### config.mk
export PLATFORM = sky130hd
export DESIGN_NAME = decoder_n_seq
export DESIGN_NICKNAME = d
export VERILOG_FILES = /design/src/rtl/decoder_n_seq.sv
export SDC_FILE = /design/constraint.sdc
export NUM_CORES = 1
export LEC_CHECK = 0
export ABC_AREA = 1
export ABC_CLOCK_PERIOD_IN_PS = 3500
export CAP_MARGIN = 20
export CORE_AREA = 2 2 43 45
export DETAILED_ROUTE_END_ITERATION = 12
export DIE_AREA = 0 0 45 47
export PLACE_DENSITY_LB_ADDON = 0.1
export SETUP_SLACK_MARGIN = 0.15
export SLEW_MARGIN = 20
export SYNTH_ARGS = -nofsm -noshare
export SYNTH_HDL_FRONTEND = slang
export SYNTH_SLANG_ARGS = --single-unit
### constraint.sdc
create_clock -name clk -period 3.5 [get_ports clk]
set_input_delay 0.875 -clock clk [delete_from_list [all_inputs] [get_ports clk]]
set_output_delay 0.875 -clock clk [all_outputs]
set_load 0.02 [all_outputs]
### src/rtl/decoder_n_seq.sv
// Registered N-to-2**N one-hot decoder with enable.
// DIRECT registers the decode of In; SCAN walks the one-hot bit across every index.
module decoder_n_seq #(
  parameter int N         = 3,
  parameter int STEP      = 1,
  parameter int WRAP_STOP = 0
) (
  input  logic              clk,
  input  logic              rst,
  input  logic              E,
  input  logic              mode,
  input  logic              load,
  input  logic [N-1:0]      In,
  output logic [2**N-1:0]   Out,
  output logic [N-1:0]      idx,
  output logic              out_valid,
  output logic              wrap
);

  localparam int W  = 2**N;
  localparam int CW = (STEP > 1) ? $clog2(STEP) : 1;
  localparam logic [N-1:0]  LAST     = '1;
  localparam logic [CW-1:0] STEP_END = CW'(STEP - 1);
  localparam logic [W-1:0]  ONE      = {{(W-1){1'b0}}, 1'b1};

  typedef enum logic [1:0] {S_IDLE, S_DIRECT, S_SCAN, S_DONE} state_t;

  state_t        r_state, w_state_nxt;
  logic [N-1:0]  r_idx, w_idx_nxt;
  logic [CW-1:0] r_cnt, w_cnt_nxt;
  logic [W-1:0]  r_out, w_out_nxt;
  logic          r_valid, w_valid_nxt;
  logic          r_wrap, w_wrap_nxt;

  always_comb begin
    // NOTE: every variable gets a default first, so no path can leave it unassigned and infer a latch.
    w_state_nxt = r_state;
    w_idx_nxt   = r_idx;
    w_cnt_nxt   = r_cnt;
    w_valid_nxt = r_valid;
    w_wrap_nxt  = 1'b0;

    if (!E) begin
      w_state_nxt = S_IDLE;
      w_valid_nxt = 1'b0;
      w_cnt_nxt   = '0;
    end else if (!mode) begin
      w_state_nxt = S_DIRECT;
      w_idx_nxt   = In;
      w_valid_nxt = 1'b1;
    end else if (load || (r_state != S_SCAN && r_state != S_DONE)) begin
      // Fresh SCAN entry (from IDLE/DIRECT) or restart; beats any pending advance.
      w_state_nxt = S_SCAN;
      w_idx_nxt   = In;
      w_cnt_nxt   = '0;
      w_valid_nxt = 1'b1;
    end else if (r_state == S_SCAN) begin
      if (r_cnt == STEP_END) begin
        w_cnt_nxt = '0;
        if (r_idx == LAST) begin
          w_wrap_nxt = 1'b1;
          if (WRAP_STOP != 0) w_state_nxt = S_DONE;
          else                w_idx_nxt   = '0;
        end else begin
          w_idx_nxt = r_idx + 1'b1;
        end
      end else begin
        w_cnt_nxt = r_cnt + 1'b1;
      end
    end

    // Out is rebuilt from the next index so it can never disagree with idx.
    w_out_nxt = w_valid_nxt ? (ONE << w_idx_nxt) : '0;
  end

  // NOTE: sequential state uses non-blocking assignments so every flop samples pre-edge values.
  always_ff @(posedge clk) begin
    if (rst) begin
      r_state <= S_IDLE;
      r_idx   <= '0;
      r_cnt   <= '0;
      r_out   <= '0;
      r_valid <= 1'b0;
      r_wrap  <= 1'b0;
    end else begin
      r_state <= w_state_nxt;
      r_idx   <= w_idx_nxt;
      r_cnt   <= w_cnt_nxt;
      r_out   <= w_out_nxt;
      r_valid <= w_valid_nxt;
      r_wrap  <= w_wrap_nxt;
    end
  end

  assign Out       = r_out;
  assign idx       = r_idx;
  assign out_valid = r_valid;
  assign wrap      = r_wrap;

endmodule

Fig. 1: logic cells by family
Bar = 10 um.
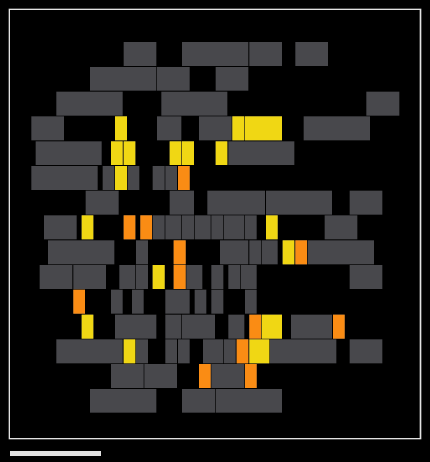
inverters: in orange, cells 12. NOR gates: in yellow, cells 17.

Fig. 2: routed metal, one colour a layer
Bar = 10 um.
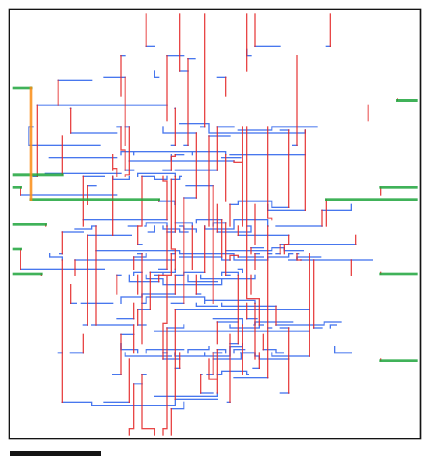
met4: in orange, wire length 12.2 um. met2: in red, wire length 561 um. met3: in green, wire length 52.7 um. met1: in blue, wire length 587 um.

Fig. 3: placed cells, one colour a class
Bar = 10 um. Fill, decap, tap and diode cells in grey.
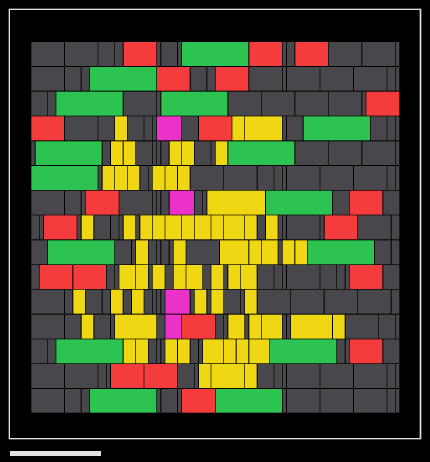
flops: in green, cells 15, share of their area 36%. clock drivers and dummy loads: in magenta, cells 4, share of their area 3.3%. other buffers and delay cells: in red, cells 20, share of their area 24%. all other logic: in yellow, cells 65, share of their area 37%.

==> results.cfg <==
; flow metrics
[hold_path]
hp-class = reg2reg
min_from = r_state[0]$_SDFFE_PP0P_
min_to = wrap$_SDFF_PP0_
hold_path_depth = 1

[sta]
finalSetupViolCount = 0
holdWs_ns = 0.507
tightest_slew_ns = 0.221
final_max_slew_viol_count = 0
slew-limit-headroom = 0.852

[drt]
maxUsedRoutingLayer = met4
wl_met3_um = 52
wl_um = 1210
avgRoutedWirePerCell_um = 10.0
drt_iter0_markers = 12
vias_per_cell = 4.44
dr_wl_met2_um = 561
wl_met1_um = 587
firstDrtPassIters = 4
drtAntennaViolNets = 0

[critical_path]
reg2reg_slack_ns = 2.02
cp.arrival_ns = 1.32
crit_required_ns = 2.62
cp_slowest_cell = clkdlybuf4s50_1
cp_max_fo = 4
worstSetupEndpoint = idx[0]
cpPeakStageDelay_ns = 0.64
cp-start-kind = register
critical_path_class = reg2out
crit_cells = 1
crit_path_cell_trace = clkdlybuf4s50_1
r2r-end = Out[3]$_SDFF_PP0_
crit_buf_inv = 1
endpoint_kind = output port

[pwr]
irDropWorstVdd_mv = 0.210
total_power_mw = 0.335
pwr-share-clk = 0.299
p_seq_frac = 0.539
combPwrFrac = 0.162

[synthesis]
synthCells = 80
fp_nets = 90
common_cells = nand2_1, dfxtp_1, nor2_1, inv_1, a21oi_1
netlist.area_leader.share = 0.490
edf_count = 0
synth-xor-area-share = 0
ys_chip_area_um2 = 613
muxShareOfSynthArea = 0
simple_gate_share = 0.363
ys_types = 16
syn_avg_cell_area_um2 = 7.66
compound_area_frac = 0.0327
ys_async_sr_fraction = 0
synth-warning-count = 0
area_leaders = dfxtp_1, nand2_1, nor2_1, inv_1, ha_1
ys_sh_adder = 0.0408
most_common_cell = nand2_1
ys_top_logic_family = simple AND/OR/NAND/NOR gates

[placed_design]
dpl_cell_area_um2 = 835
portBuffers = 20
dp_hpwl_um = 982
gp_congestion = 0.838

[finish]
largest_reg_flops = 8
layout.cells.most_common = nand2_1
fill_cells = 170
final_cell_mix = nand2_1, clkdlybuf4s50_1, dfxtp_1
area_growth_pct = 40.6
final_area_um2 = 862
regArea_um2 = 300
final_nets = 115
logic_area_um2 = 268

[floorplanning]
dieArea_um2 = 2120
core.rowCount = 15
die_x_um = 45
coreArea_um2 = 1650
die_height_um = 47
fp_util = 0.371
io_pins = 21

[grt]
grt_pass1_vias = 489
grt_max_degree = 10
gr-total-overflow = 0
grt.total_usage = 0.126
use_met2 = 0.194
grt_pass1_wl_um = 1930

[clock_network]
htree_levels = 1
clk_pin_slew_ns = 0.10
cts_buffers = 3
clockBufferDepth = 2
ctsResizeCount = 0
cts_setup_buffers = 0

[status]
run_status = finished, final reports clean

[flow_run]
warnings = 26
maxCapViolCount = 0
[through the flow]
step           utilization  setup slack [ns]  std cells
2_1_floorplan            -              1.88         80
4_1_cts              0.522              1.29        121
5_1_grt              0.522              1.27        121
3_3_place_gp         0.505              1.22        117
6_report             0.522              1.30        121
3_5_place_dp         0.505              1.24        117
[layout make-up]
cell class	count	share of cell area
Clock buffer	3	0.0261
Clock inverter	1	0.00581
Inverter	12	0.0522
Multi-Input combinational cell	53	0.311
Sequential cell	15	0.348
Tap cell	17	0.0247
Timing Repair Buffer	20	0.232
[power groups by stage]
stage	Clock [mW]	Sequential, mW	Combinational [mW]
finish	0.100	0.181	0.0541
global route	0.107	0.181	0.0601
CTS	0.104	0.181	0.0547
detailed placement	0	0.185	0.0545
global placement	0	0.184	0.0544
floorplan	0	0.190	0.0241
Power figures rest on the tool's default switching activity, not on a simulated workload.
